File: src/rtl/demux4_queued_if.sv
// demux4_queued_if
//  Bundles the producer-side val/rdy stream and the four consumer-side
//  channels of demux4_queued.
//  Producer side : in_val, in_rdy, in_sel, in_data
//  Consumer side : outN_val, outN_rdy, outN_data, outN_cnt   (N = 0..3)
//  modport slave  - the demux itself (accepts in_*, drives outN_*)
//  modport master - the surrounding producer/consumers
interface demux4_queued_if #(
    parameter int p_nbits = 4,
    parameter int p_depth = 2
);
    localparam int c_cw = $clog2(p_depth) + 1;

    logic               in_val;
    logic               in_rdy;
    logic [1:0]         in_sel;
    logic [p_nbits-1:0] in_data;

    logic               out0_val;
    logic               out0_rdy;
    logic [p_nbits-1:0] out0_data;
    logic [c_cw-1:0]    out0_cnt;

    logic               out1_val;
    logic               out1_rdy;
    logic [p_nbits-1:0] out1_data;
    logic [c_cw-1:0]    out1_cnt;

    logic               out2_val;
    logic               out2_rdy;
    logic [p_nbits-1:0] out2_data;
    logic [c_cw-1:0]    out2_cnt;

    logic               out3_val;
    logic               out3_rdy;
    logic [p_nbits-1:0] out3_data;
    logic [c_cw-1:0]    out3_cnt;

    modport slave (
        input  in_val, in_sel, in_data,
        output in_rdy,
        input  out0_rdy, out1_rdy, out2_rdy, out3_rdy,
        output out0_val, out0_data, out0_cnt,
        output out1_val, out1_data, out1_cnt,
        output out2_val, out2_data, out2_cnt,
        output out3_val, out3_data, out3_cnt
    );

    modport master (
        output in_val, in_sel, in_data,
        input  in_rdy,
        output out0_rdy, out1_rdy, out2_rdy, out3_rdy,
        input  out0_val, out0_data, out0_cnt,
        input  out1_val, out1_data, out1_cnt,
        input  out2_val, out2_data, out2_cnt,
        input  out3_val, out3_data, out3_cnt
    );
endinterface

File: src/rtl/demux4_queued.sv
// demux4_queued
//  Routes one val/rdy input stream to one of four output channels selected
//  per transaction by in_sel. Every channel owns a p_depth-entry FIFO so a
//  stalled consumer only blocks its own channel; order is kept per channel.
//  Ports:
//   clk  - clock, all state changes on posedge
//   rst  - synchronous active-high reset (drops every queued entry)
//   bus  - demux4_queued_if.slave: in_val/in_rdy/in_sel/in_data and
//          outN_val/outN_rdy/outN_data/outN_cnt for N = 0..3
//  in_rdy is the only combinational output (full flag of the selected
//  channel); all outN_* come straight from registers.
module demux4_queued #(
    parameter int p_nbits = 4,
    parameter int p_depth = 2
) (
    input  logic            clk,
    input  logic            rst,
    demux4_queued_if.slave  bus
);
    localparam int c_pw = (p_depth > 1) ? $clog2(p_depth) : 1;
    localparam int c_cw = $clog2(p_depth) + 1;

    localparam logic [c_cw-1:0]    c_cnt_zero  = {c_cw{1'b0}};
    localparam logic [c_cw-1:0]    c_cnt_full  = c_cw'(p_depth);
    localparam logic [c_pw-1:0]    c_ptr_zero  = {c_pw{1'b0}};
    localparam logic [c_pw-1:0]    c_ptr_one   = c_pw'(1'b1);
    localparam logic [p_nbits-1:0] c_data_zero = {p_nbits{1'b0}};

    // Per-channel state
    logic [p_nbits-1:0] mem_r      [4][p_depth];
    logic [c_cw-1:0]    cnt_r      [4];
    logic [c_pw-1:0]    wr_ptr_r   [4];
    logic [c_pw-1:0]    rd_ptr_r   [4];
    logic [p_nbits-1:0] head_r     [4];
    logic [3:0]         val_r;

    // Per-channel next-state terms
    logic [3:0]         ordy_s;
    logic [3:0]         full_s;
    logic [3:0]         enq_s;
    logic [3:0]         deq_s;
    logic [c_cw-1:0]    cnt_nxt_s  [4];
    logic [c_pw-1:0]    wr_nxt_s   [4];
    logic [c_pw-1:0]    rd_nxt_s   [4];
    logic [p_nbits-1:0] head_nxt_s [4];

    assign ordy_s = {bus.out3_rdy, bus.out2_rdy, bus.out1_rdy, bus.out0_rdy};

    // Handshake decode and next FIFO state for every channel
    always_comb begin
        for (int i = 0; i < 4; i++) begin
            full_s[i]    = (cnt_r[i] == c_cnt_full);
            enq_s[i]     = bus.in_val && !full_s[i] && (bus.in_sel == 2'(i));
            // val_r mirrors cnt_r != 0, so the pop gate uses the registered flag
            deq_s[i]     = val_r[i] && ordy_s[i];
            cnt_nxt_s[i] = cnt_r[i] + c_cw'(enq_s[i]) - c_cw'(deq_s[i]);
            wr_nxt_s[i]  = enq_s[i] ? (wr_ptr_r[i] + c_ptr_one) : wr_ptr_r[i];
            rd_nxt_s[i]  = deq_s[i] ? (rd_ptr_r[i] + c_ptr_one) : rd_ptr_r[i];
            // Head for next cycle: the entry being written this edge lands at
            // rd_nxt when the FIFO was empty (or is being emptied to it), so
            // take it from in_data instead of the not-yet-updated array.
            if (cnt_nxt_s[i] == c_cnt_zero) begin
                head_nxt_s[i] = c_data_zero;
            end else if (enq_s[i] && (wr_ptr_r[i] == rd_nxt_s[i])) begin
                head_nxt_s[i] = bus.in_data;
            end else begin
                head_nxt_s[i] = mem_r[i][rd_nxt_s[i]];
            end
        end
    end

    // Ready depends only on the selected channel's occupancy (no bypass)
    assign bus.in_rdy = !full_s[bus.in_sel];

    // Pointers, occupancy and registered head/valid per channel
    always_ff @(posedge clk) begin
        if (rst) begin
            for (int i = 0; i < 4; i++) begin
                cnt_r[i]    <= c_cnt_zero;
                wr_ptr_r[i] <= c_ptr_zero;
                rd_ptr_r[i] <= c_ptr_zero;
                head_r[i]   <= c_data_zero;
                val_r[i]    <= 1'b0;
            end
        end else begin
            for (int i = 0; i < 4; i++) begin
                cnt_r[i]    <= cnt_nxt_s[i];
                wr_ptr_r[i] <= wr_nxt_s[i];
                rd_ptr_r[i] <= rd_nxt_s[i];
                head_r[i]   <= head_nxt_s[i];
                val_r[i]    <= (cnt_nxt_s[i] != c_cnt_zero);
            end
        end
    end

    // Storage write; array contents are intentionally left uncleared by reset
    always_ff @(posedge clk) begin
        for (int i = 0; i < 4; i++) begin
            if (!rst && enq_s[i]) begin
                mem_r[i][wr_ptr_r[i]] <= bus.in_data;
            end
        end
    end

    assign bus.out0_val  = val_r[0];
    assign bus.out1_val  = val_r[1];
    assign bus.out2_val  = val_r[2];
    assign bus.out3_val  = val_r[3];
    assign bus.out0_data = head_r[0];
    assign bus.out1_data = head_r[1];
    assign bus.out2_data = head_r[2];
    assign bus.out3_data = head_r[3];
    assign bus.out0_cnt  = cnt_r[0];
    assign bus.out1_cnt  = cnt_r[1];
    assign bus.out2_cnt  = cnt_r[2];
    assign bus.out3_cnt  = cnt_r[3];

endmodule

File: src/flat_wrapper.sv
// flat-port wrapper written by rule: the top's interface ports become plain ports
module demux4_queued_flat 
#(
    parameter int p_nbits = 4,
    parameter int p_depth = 2
)
  (clk, rst, bus_in_val, bus_in_sel, bus_in_data, bus_in_rdy, bus_out0_rdy, bus_out1_rdy, bus_out2_rdy, bus_out3_rdy, bus_out0_val, bus_out0_data, bus_out0_cnt, bus_out1_val, bus_out1_data, bus_out1_cnt, bus_out2_val, bus_out2_data, bus_out2_cnt, bus_out3_val, bus_out3_data, bus_out3_cnt);
  demux4_queued_if #(.p_nbits(p_nbits), .p_depth(p_depth)) bus_i ();
  input  logic clk;
  input  logic rst;
  input wire logic [$bits(bus_i.in_val)-1:0] bus_in_val;
  input wire logic [$bits(bus_i.in_sel)-1:0] bus_in_sel;
  input wire logic [$bits(bus_i.in_data)-1:0] bus_in_data;
  output wire logic [$bits(bus_i.in_rdy)-1:0] bus_in_rdy;
  input wire logic [$bits(bus_i.out0_rdy)-1:0] bus_out0_rdy;
  input wire logic [$bits(bus_i.out1_rdy)-1:0] bus_out1_rdy;
  input wire logic [$bits(bus_i.out2_rdy)-1:0] bus_out2_rdy;
  input wire logic [$bits(bus_i.out3_rdy)-1:0] bus_out3_rdy;
  output wire logic [$bits(bus_i.out0_val)-1:0] bus_out0_val;
  output wire logic [$bits(bus_i.out0_data)-1:0] bus_out0_data;
  output wire logic [$bits(bus_i.out0_cnt)-1:0] bus_out0_cnt;
  output wire logic [$bits(bus_i.out1_val)-1:0] bus_out1_val;
  output wire logic [$bits(bus_i.out1_data)-1:0] bus_out1_data;
  output wire logic [$bits(bus_i.out1_cnt)-1:0] bus_out1_cnt;
  output wire logic [$bits(bus_i.out2_val)-1:0] bus_out2_val;
  output wire logic [$bits(bus_i.out2_data)-1:0] bus_out2_data;
  output wire logic [$bits(bus_i.out2_cnt)-1:0] bus_out2_cnt;
  output wire logic [$bits(bus_i.out3_val)-1:0] bus_out3_val;
  output wire logic [$bits(bus_i.out3_data)-1:0] bus_out3_data;
  output wire logic [$bits(bus_i.out3_cnt)-1:0] bus_out3_cnt;
  assign bus_i.in_val = bus_in_val;
  assign bus_i.in_sel = bus_in_sel;
  assign bus_i.in_data = bus_in_data;
  assign bus_in_rdy = bus_i.in_rdy;
  assign bus_i.out0_rdy = bus_out0_rdy;
  assign bus_i.out1_rdy = bus_out1_rdy;
  assign bus_i.out2_rdy = bus_out2_rdy;
  assign bus_i.out3_rdy = bus_out3_rdy;
  assign bus_out0_val = bus_i.out0_val;
  assign bus_out0_data = bus_i.out0_data;
  assign bus_out0_cnt = bus_i.out0_cnt;
  assign bus_out1_val = bus_i.out1_val;
  assign bus_out1_data = bus_i.out1_data;
  assign bus_out1_cnt = bus_i.out1_cnt;
  assign bus_out2_val = bus_i.out2_val;
  assign bus_out2_data = bus_i.out2_data;
  assign bus_out2_cnt = bus_i.out2_cnt;
  assign bus_out3_val = bus_i.out3_val;
  assign bus_out3_data = bus_i.out3_data;
  assign bus_out3_cnt = bus_i.out3_cnt;
  demux4_queued #(.p_nbits(p_nbits), .p_depth(p_depth)) u_core (.clk(clk), .rst(rst), .bus(bus_i));
endmodule
File: config.mk
export PLATFORM = sky130hd
export DESIGN_NAME = demux4_queued_flat
export DESIGN_NICKNAME = d
export VERILOG_FILES = /design/src/rtl/demux4_queued_if.sv /design/src/rtl/demux4_queued.sv /design/src/flat_wrapper.sv
export SDC_FILE = /design/constraint.sdc
export NUM_CORES = 1
export LEC_CHECK = 0
export ABC_AREA = 1
export CAP_MARGIN = 5
export CELL_PAD_IN_SITES_DETAIL_PLACEMENT = 1
export CELL_PAD_IN_SITES_GLOBAL_PLACEMENT = 2
export CORE_MARGIN = 5
export CORE_UTILIZATION = 33
export DETAILED_ROUTE_END_ITERATION = 8
export GPL_ROUTABILITY_DRIVEN = 0
export GPL_TIMING_DRIVEN = 0
export HOLD_SLACK_MARGIN = 0.1
export PLACE_DENSITY_LB_ADDON = 0.1
export SETUP_SLACK_MARGIN = 0.5
export SYNTH_ARGS = -nofsm -noshare
export SYNTH_HDL_FRONTEND = slang
export SYNTH_SLANG_ARGS = --single-unit
File: constraint.sdc
create_clock -name clk -period 1.7 [get_ports clk]
set_input_delay 0.17 -clock clk [delete_from_list [all_inputs] [get_ports clk]]
set_output_delay 0.17 -clock clk [all_outputs]
set_load 0.005 [all_outputs]
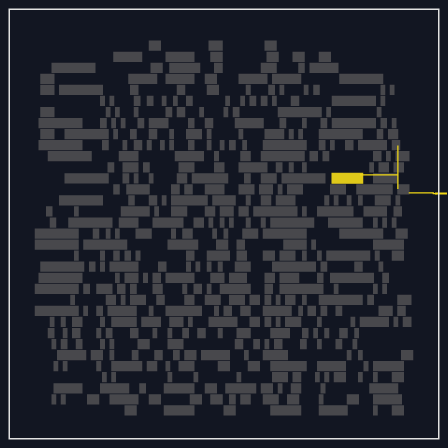
**Above:** port wiring.
yellow -> `bus_out2_val`  # bits 1, direction output, edge right, end cells 1, wire 26.6 um
I/O Buffers: 40
I/O Pins: 42

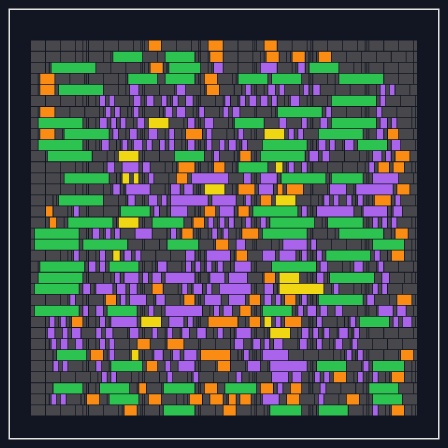
**Above:** placed cells, one color a class.
Fill, decap, tap and diode cells in gray.
green -> flops  # cells 68
yellow -> clock drivers and dummy loads  # cells 16
orange -> other buffers and delay cells  # cells 76
purple -> all other logic  # cells 271

==> deck_impl_summary.md <==
Implementation Results

CTS
  • Late-Pin Clk Latency: 0.34 ns
  • CTS Buf Count: 9
  • Number of setup buffers added after CTS: 29
  • TritonCTS Sinks: between 60 and 70
  • Max clock buf depth: 2
  • Clock transition at the registers of the reported paths: about 0.070 ns
  • CTS tree: built
  • Resize count post-CTS: around 83
  • # H-tree levels: 3
  • Hold buffers post-CTS: 0
  • CTS Root Cell: clkbuf_8

Finish
  • Final nets: 445
  • Final std cells w/o fill: 539
  • # fillers: roughly 1k
  • Dominant class by area: sequential cells
  • Final non-clock buffer share: 0.155
  • Design Area, Final: around 4300 um^2
  • Max reg flops: 32
  • Fraction of area in registers: 0.395
  • Clock-cell share of area: 0.0425
  • Ant diodes: 0
  • Layout overhead on the synthesized area: 43.4%
  • Comb gates: 215
  • Top Layout Cells: nand2_1, nand3_1, inv_1, edfxtp_1, nand2_2
  • Number of signal-net buffers in the layout: 76
  • Logic share of the area: 0.326
  • Clock buf count: 10
  • Inverters excl. clock: around 56
  • Num sequential: 68
  • Flop area: 1700 um^2
  • Top cell excl fill/tap: nand2_1
  • Logic area: 1400 um^2
  • Layout cells sized above 1: 0.371

Global route
  • Vias in the first global route: 2697
  • GR Util met1: 0.171
  • Grt ovf: 0
  • Global-route wire length before repair: 12900 um
  • Met2 track demand over resource: 0.263
  • Largest net degree at the start of global routing: 12
  • Most used routing layer: met2
  • Initial antenna violation count: 0
  • GR Util All Layers: 0.146
  • GRT met3 Usage: 0.0281

Drt
  • Detailed Route Iter0 Violations: 28
  • DR top layer: met4
  • WL met3: 177 um
  • Detailed Routing Iterations Pass 1: 4
  • Vias per cell: 4.63
  • WL/cell: 14.3 um
  • Routed wire length: 7690 um
  • DRC Markers: 0
  • WL met1: around 3400 um
  • Met2 routed WL: 3980 um
  • Via count: 2496
  • Post-DRT Antenna Nets: 0

Critical path
  • Worst-path fanout max: 5
  • R2R Setup Slk: approximately 0.16 ns
  • Worst r2r src: u_core.cnt_r[0][5]
  • FF-to-FF path depth: 12
  • Buffers and inverters on the worst path: 3
  • Setup crit end kind: flop
  • Setup crit start kind: flop
  • Most Frequent Cell on Critical Path: nand2_2
  • Crit path cell chain: inv_2 -> o21ai_2 -> nor2_2 -> buf_6 -> ha_4 -> xnor2_2 -> inv_1 -> nand2_2 -> nand3_4 -> nand2_4 -> nand2_2 -> nor2_1
  • Largest stage delay on the critical path: 0.35 ns
  • RR Endpoint: u_core.head_r[2][2]
  • Setup CP Type: flop to flop
  • Levels on crit path: 12
  • Top Family by Delay on Critical Path: simple AND/OR/NAND/NOR gates
  • CP max stage cell: dfxtp_2
  • Critical Path RT: ~2.0 ns
  • WP data arrival: ~1.8 ns
  • Worst Setup SP: u_core.cnt_r[0][5]
  • Worst setup endpoint: u_core.head_r[2][2]

Final timing
  • RSZ-0062 raised after global routing: yes
  • Max Clock Freq: between 600 and 700 MHz
  • Tcrit/Tclk final: 0.905
  • Final WS setup: ~0.16 ns
  • Final setup viols: 0
  • Final min period: 1.54 ns
  • Final worst clock skew: 0.00662 ns
  • Final number of max-transition violations: 0
  • Worst Max-Slew Pin Slew: 0.899 ns
  • Min Hold Slack: 0.194 ns
  • Slew margin rel.: 0.401
  • Final Hold Fails: 0
  • TNS Setup: 0 ns

Floorplanning
  • Total die size: 11100 um^2
  • Die Span Y: 105 um
  • Die width: 105 um
  • Core Region: 8810 um^2
  • Fp util: 0.341

Logic synthesis
  • Gate Count Post-Synth: 342
  • Post-Syn Nets: 361
  • Yosys stat cell total: 342
  • Yosys warning tally: 0
  • Syn_area_per_cell: 8.77 um^2
  • Distinct lib cells: 26
  • Dominant register cell: dfxtp_1
  • Seq share, synth: 0.560
  • Synthesized area: 3000 um^2
  • Top cells by area: edfxtp_1, dfxtp_1, nand2_1
  • Top-count cell post-synth: nand2_1
  • Post-synth ARST share: 0
  • Most common library cells after synthesis: nand2_1, inv_1, nand3_1, dfxtp_1, edfxtp_1
  • Yosys top cell area share: 0.320
  • Yosys Chip Area: about 3000 um^2
  • EDFF count, synth: 32
  • Flops after synth: 68
  • Cell taking the most area after synthesis: edfxtp_1

Hold path
  • Hold endpoint: u_core.wr_ptr_r[1]
  • HP Class: input port to flop
  • WHS Path Cells: 2
  • Hold path startpoint: rst

Placement
  • DP Area: between 3000 and 4000 um^2
  • Cell Count Post-Placement: ~500
  • Post-DP HPWL: ~5300 um
  • Place WS: -0.521 ns

Power and ir drop
  • Maximum vdd drop: 0.462 mV
  • Leak pwr: about 2 nW
  • Pwr dens: 1310 nW/um^2
  • Total power: 5.64 mW

Run
  • Tool warning count: 29
  • Max cap viols: 0

Status
  • Status: finished clean
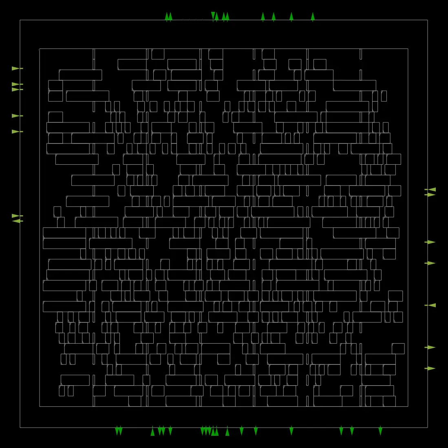
**Above:** placed standard cells.
row count: 34
fin util: 0.489
Tap Cells: 108

[power breakdown]
part / internal, mW / leakage (nW) / total [mW] / switching [mW]
Combinational: 0.965 / 1.35 / 2.20 / 1.24
Clock: 0.665 / 0.0996 / 1.28 / 0.614
Sequential: 2.01 / 0.589 / 2.16 / 0.140
[cells by family (layout without fill, tap and decap cells)]
| family | after synthesis | after routing | share of synthesized area |
|---|---|---|---|
| buffers and inverters | 59 | 148 | 0.0755 |
| AND/OR/NAND/NOR | 190 | 190 | 0.301 |
| XOR/XNOR | 4 | 4 | 0.0117 |
| adder cells (fa/ha/maj) | 6 | 6 | 0.0250 |
| flip-flops | 68 | 68 | 0.560 |
| AND-OR/OR-AND | 15 | 15 | 0.0267 |
Power and IR drop assume default switching activity.
